==> config.mk <==
export PLATFORM = sky130hd
export DESIGN_NAME = rr_pkt_arb
export DESIGN_NICKNAME = d
export VERILOG_FILES = /design/src/rtl/rr_pkt_arb.sv
export SDC_FILE = /design/constraint.sdc
export NUM_CORES = 1
export LEC_CHECK = 0
export ABC_AREA = 1
export CORE_MARGIN = 2
export CORE_UTILIZATION = 40
export DETAILED_ROUTE_END_ITERATION = 10
export PLACE_DENSITY = 0.93
export SLEW_MARGIN = 25
export SYNTH_ARGS = -nofsm -noshare
export SYNTH_HDL_FRONTEND = slang
export SYNTH_SLANG_ARGS = --single-unit
==> constraint.sdc <==
create_clock -name clk -period 4.6 [get_ports clk]
set_input_delay 0.92 -clock clk [delete_from_list [all_inputs] [get_ports clk]]
set_output_delay 0.92 -clock clk [all_outputs]
set_load 0.005 [all_outputs]
Figure 1. Close-up of the layout (run 1).
Region (14, 2) to (44, 32) µm. Cells in gray, sequential cells in the stronger gray; small squares are vias.
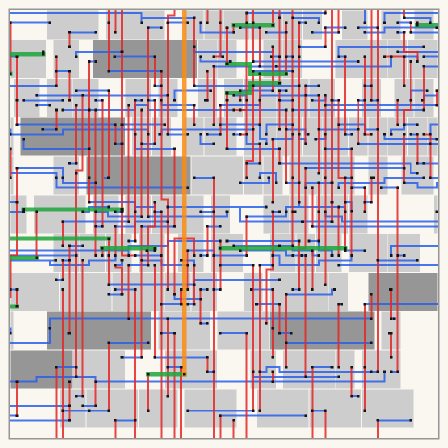
color	layer
blue	M1
orange	M4
red	M2
green	M3
sequential cells in the window	7
cells with their middle in the window	106
most frequent	nand2_1 (18), clkdlybuf4s50_1 (18), inv_1 (13)

Figure 2. Gate families picked out (run 1).
Scale: 10 px per µm.
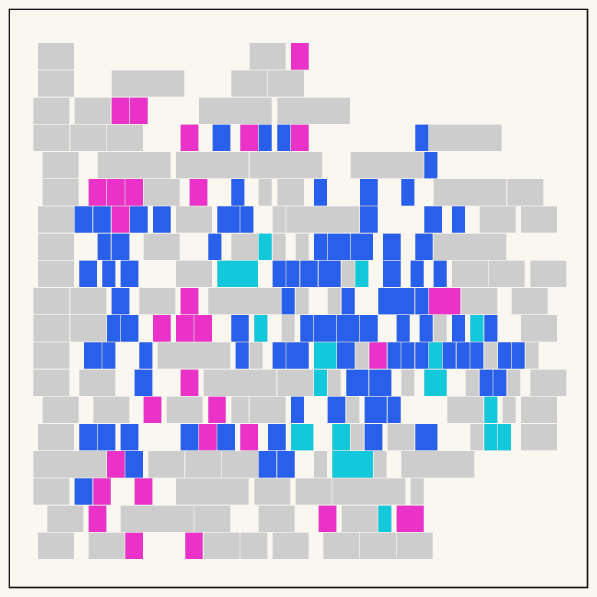
color	family	cells	most used
magenta	aoi and oai cells	30	a21oi_1
blue	nand cells	88	nand2_1
cyan	nor cells	16	nor2_1
number of non-filler instances in the completed layout: 276
multi-input gate share of total cell area: 35.5%

Figure 3. Wiring heat map (run 1).
Scale: 6 px per µm. 12 x 12 tiles, from white (low) to dark blue (high), scaled to the fullest tile. Values are wire area over tile area, all layers added.
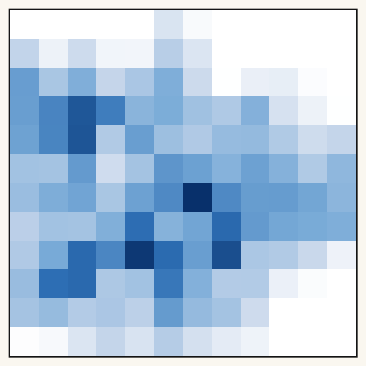
nearly empty tiles	19%
tiles over half the peak	25%
mean over tiles	0.17
GR Util All Layers: 22.2%
per-cell routed wire length: 12.5 µm
total wirelength of the detailed-routed design: 3.45 mm

==> git commit body, run 1 <==
Log flow metrics for this revision

- Top routing layer in use: met4
- The clock network burns 9.0% of the power.
* Synth top area share: 33.0%
- Clk pin slew, worst setup/hold paths: 0.11 ns
- The worst setup path is launched from an input port.
- Sum of negative setup slack: 0 ns
- Clock tree synthesis selected as its root buffer the cell sky130_fd_sc_hd__clkbuf_4.
* Number of buffers inserted for hold repair after clock tree synthesis: 0
* Height of the die: 57.7 µm
- The number of antenna violations at the first check in global routing is 0.
- Of the synthesized area, sequential elements account for 33.0%.
- Delay of the slowest critical-path stage: 0.56 ns
- Largest buffer count on any clock path: 2
- Reg-to-reg slack, setup: approximately 2.1 ns
- Global route summary, busiest routing layer listed as met2.
- The signal on the critical path passes through clkdlybuf4s50_1 -> inv_1 -> nand2_1 -> nand2_1 -> nand2_1 -> nand2_1 -> nand2_1 -> nand2_1 -> nand2_1 -> nand2_2 -> nor4_1 -> clkdlybuf4s50_1.
* Maximum number of pins on one net before global-route repair: 28
* Most frequently placed logic cell in the final layout: sky130_fd_sc_hd__clkdlybuf4s50_1
- Clock latency on the worst-skew pair, taken at its later pin, is 0.31 ns.
- Fin Clk Skew: 0.00743 ns
* Die width: 57.7 µm
* Detailed route wirelength on metal2: 1.61 mm
* Leading area contributor after synthesis: sky130_fd_sc_hd__dfxtp_1
- Met2 Resource Use GR: between 30% and 40%
- PortBufs: 63
- Cell count after synthesis: 183
- Met1 track demand over resource: 27.6%
- Max FFs per register: 8
* Reported net switching power: approximately 430 µW
- The flow ran to the end, and the final reports show no timing, DRC or antenna violations.
- Combined flip-flop and latch cell area: 380 µm²
- FILL cells: around 260
- Post-CTS repair timing setup buffer count: 0
* Final WS setup: just under 0.7 ns
- The global route stage reports its total congestion overflow as 0.
- Gp weighted congestion: 0.888
* Detailed-routing iteration count for the pre-antenna-repair pass: 4
- The internal power of the cells totals 548 µW.
- The worst-case IR drop observed on VDD is between 0.3 and 0.4 mV.
* Yosys-reported design area after synthesis: 1150 µm²
* Fmax: around 0.25 GHz
* TritonCTS Buffers: 3
- Detailed routing inserted a total of 1454 vias.
- Per the final layout report, the fraction of cells sized above drive strength 1 comes to 6.12%.
- Area of the die: 3330 µm²
- The first routing iteration left 39 violations.
- STA on the placed design reports a worst setup slack of around 0.72 ns.
- For reference, the placement row count at floorplan is 19.
- OpenROAD emitted warnings numbering 26.
* Critical path's most frequent cell: sky130_fd_sc_hd__nand2_1
- Checking max transition, the worst relative margin is 53.9%.
- Multi-input gate area: between 600 and 700 µm²
- In this run the cell area of the synthesized design comes to 1150 µm².
* Number of nets at the end of the flow: 289
- Detailed-placement wirelength estimate: 2.57 mm
- Number of different library cells in the post-synthesis netlist: 22
- The count of nets left with antenna violations once routing finished came out at 0.
- Global-route met3 utilization: ~5.1%
- Cells resized by post-CTS repair: 0
* Number of global-route vias before repair: 1395
==> run 1: synthesized netlist by cell type, drive strengths merged <==
master	count
dfxtp	19
nor4	2
nand4	7
clkbuf	2
inv	24
nor3	1
a21oi	20
o21ai	9
nand2	46
nand3	35
nor2	13
buf	4
o211ai	1
==> run 1: worst min-delay path, delay by kind of cell, from the launching register on <==
kind / cells / cell delay [ns]
AOI/OAI and AO/OA: 1 / 0.05
DFF: 1 / 0.33
and+or+nand+nor: 1 / 0.06
==> run 1: power by group through the flow <==
stage	clock [mW]	sequential, mW	combinational, mW
after floorplan	0	0.278	0.364
after global placement	0	0.280	0.592
after detailed placement	0	0.278	0.607
after CTS	0.0889	0.277	0.611
after global routing	0.0949	0.285	0.682
final	0.0874	0.277	0.609
==> run 1: metrics by stage <==
| stage | std cells | instance area (µm²) | total power, mW |
|---|---|---|---|
| 6_report | 276 | 1820 | 0.974 |
| 5_1_grt | 276 | 1820 | 1.06 |
| 4_1_cts | 276 | 1820 | 0.977 |
| 3_5_place_dp | 272 | 1790 | 0.885 |
| 3_3_place_gp | 272 | 1790 | 0.872 |
| 2_1_floorplan | 183 | 1150 | 0.642 |
==> run 1: cell families after synthesis <==
group / synth area share [%]
AOI/OAI and AO/OA: 13.6
DFF: 33.0
buffers and inverters: 10.9
and+or+nand+nor: 42.6
==> run 1: area by class of cell <==
| type | count | area share, % |
|---|---|---|
| clock inverters | 1 | 0.275 |
| flip-flops and latches | 19 | 20.9 |
| well taps | 31 | 2.13 |
| clock buffers | 3 | 1.24 |
| inverters | 24 | 4.95 |
| repair buffers | 64 | 35.0 |
| multi-input cells | 134 | 35.5 |
Figure 4. Congestion heat map (run 1).
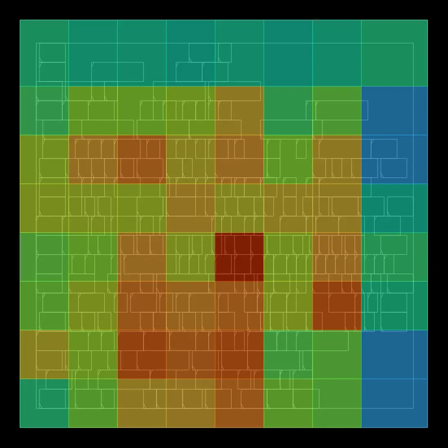

--- run 2 (diff from run 1) ---
--- a/config.mk
+++ b/config.mk
@@ -6,7 +6,7 @@
 export NUM_CORES = 1
 export LEC_CHECK = 0
 export ABC_AREA = 1
-export CORE_MARGIN = 2
+export CORE_MARGIN = 4
 export CORE_UTILIZATION = 40
 export DETAILED_ROUTE_END_ITERATION = 10
 export PLACE_DENSITY = 0.93
Figure 5. Congestion heat map (run 2).
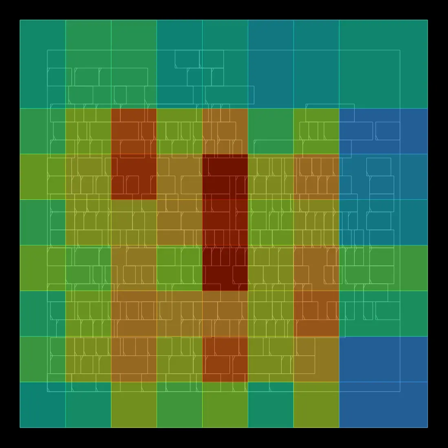
end-of-flow core utilization: 66.1%
met2 Resource Use GR: 37.4%

Figure 6. Gate families picked out (run 2).
Scale: 10 px per µm.
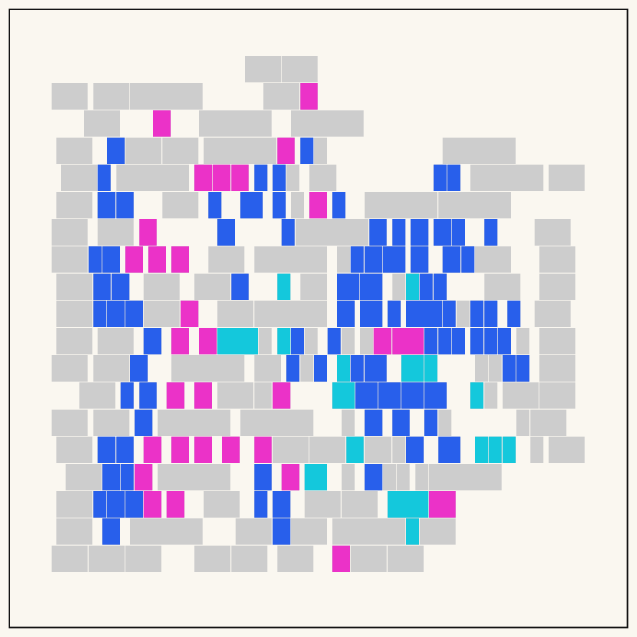
color	family	cells	most used
cyan	nor cells	16	nor2_1
magenta	aoi and oai cells	30	a21oi_1
blue	nand cells	88	nand2_1
most frequently placed logic cell in the final layout: sky130_fd_sc_hd__clkdlybuf4s50_1

==> git commit body, run 2 <==
Log flow metrics for this revision

* Synth top area share: 33.0% (unchanged)
* Number of enable-type register cells in the synthesized netlist: 0 (unchanged)
* Sum of negative setup slack: 0 ns (unchanged)
* Number of warning messages in the logs: 26 (unchanged)
- Leading cell types by count after synthesis: 42 x sky130_fd_sc_hd__nand2_1, 34 x sky130_fd_sc_hd__nand3_1, 23 x sky130_fd_sc_hd__inv_1
- The number of distinct library cells after synthesis came to 22 (unchanged).
* Max FFs per register: 8 (unchanged)
* Area of the die: 3800 µm² (+14%)
- The source-to-sink clock delay at the later pin of the worst-skew pair was 0.31 ns (about the same).
- Listed in order, past its start point the critical path passes clkdlybuf4s50_1 -> inv_1 -> nand2_1 -> nand2_1 -> nand2_1 -> nand2_1 -> nand2_1 -> nand2_1 -> nand2_1 -> nand2_2 -> nor4_1 -> clkdlybuf4s50_1.
* Yosys-reported design area after synthesis: 1150 µm² (unchanged)
* Initial antenna violation count: 0 (unchanged)
* Gp weighted congestion: 0.823 (-7.4%)
- The number of DRC markers in iteration 0 came to 54 (+38%).
- The power spent charging and discharging nets is 424 µW (-0.34%).
- The synthesized design spends more area on one cell type than any other, namely sky130_fd_sc_hd__dfxtp_1.
* Global-route met3 utilization: 8.18% (+3.0 points)
* Clk pin slew, worst setup/hold paths: 0.11 ns (about the same)
* Result of the run: finished clean
* Worst slack at placement: 0.725 ns (+0.00991 ns)
- The net total in the final layout was 289 (unchanged).
- GR Util All Layers: 20.7% (-1.5 points)
- The buffer count from post-CTS setup fixing came to 0 (unchanged).
- The detailed-placement wirelength estimate came to 2.76 mm (+7.3%).
- The number of buffers inserted for hold repair after clock tree synthesis was 0 (unchanged).
- Met1 track demand over resource: 22.3% (-5.3 points)
- The horizontal extent of the die was 61.7 µm (+6.9%).
* Cell count after synthesis: 183 (unchanged)
- The relative slew slack is 55.2% (+1.3 points).
- Most instantiated flip-flop cell in the synthesis netlist: sky130_fd_sc_hd__dfxtp_1
- Detailed-routing iteration count for the pre-antenna-repair pass: 4 (unchanged)
* PortBufs: 63 (unchanged)
- The peak per-stage delay on the critical path is 0.55 ns (about the same).
* Largest buffer count on any clock path: 2 (unchanged)
* Reg-to-reg slack, setup: 2.19 ns (+0.09 ns)
* TritonCTS Buffers: 3 (unchanged)
- The post-cts sizing count was 0 (unchanged).
Figure 7. Clock network drawn from the DEF (run 2).
Scale: 6 px per µm.
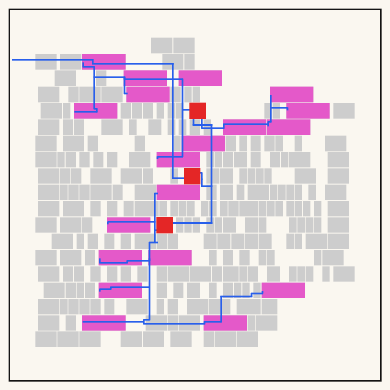
[magenta] flip-flops | count: 19
[red] clock-net drivers | count: 3
[blue] clock wires | length: 251 µm
routed clock nets	4
Fin Clk Skew: 0.00656 ns
fraction of power consumed by the clock network: 8.9%

## run 2: cell counts after synthesis
No cell type changed its count.
## run 2: kinds of logic after synthesis
kind of cell | after synthesis | share of synthesized area [%]
flip-flops | 19 | 33.0
AND-OR/OR-AND | 30 | 13.6
AND/OR/NAND/NOR | 104 | 42.6
buffers and inverters | 30 | 10.9
## run 2: layout make-up
cell class,count,area (µm²)
well taps,31,38.8
clock buffers,3,22.5
repair buffers,64,638
clock inverters,1,5.00
inverters,24,90.1
flip-flops and latches,19,380
multi-input cells,134,647
fillers,250,936
## run 2: power groups by stage
stage          clock, mW  sequential (mW)  combinational (mW)
6_report          0.0866            0.277               0.609
5_1_grt           0.0940            0.285               0.686
4_1_cts           0.0862            0.276               0.616
3_5_place_dp           0            0.279               0.613
3_3_place_gp           0            0.278               0.602
2_1_floorplan          0            0.278               0.364
## run 2: worst reg2reg max path, cell delays in order (launching register included)
cell	delay, ns
sky130_fd_sc_hd__dfxtp_1	0.45
sky130_fd_sc_hd__inv_1	0.12
sky130_fd_sc_hd__nand2_1	0.10
sky130_fd_sc_hd__a21oi_2	0.05
sky130_fd_sc_hd__nand3_2	0.08
sky130_fd_sc_hd__nand2_2	0.13
sky130_fd_sc_hd__inv_1	0.36
sky130_fd_sc_hd__nand4_1	0.15
sky130_fd_sc_hd__nand2_1	0.09
sky130_fd_sc_hd__inv_1	0.06
sky130_fd_sc_hd__nand2_2	0.34
sky130_fd_sc_hd__nand3_1	0.21
sky130_fd_sc_hd__nand2_1	0.10
sky130_fd_sc_hd__inv_1	0.04
sky130_fd_sc_hd__nor2_1	0.08
Power figures rest on the tool's default switching activity, not on a simulated workload.
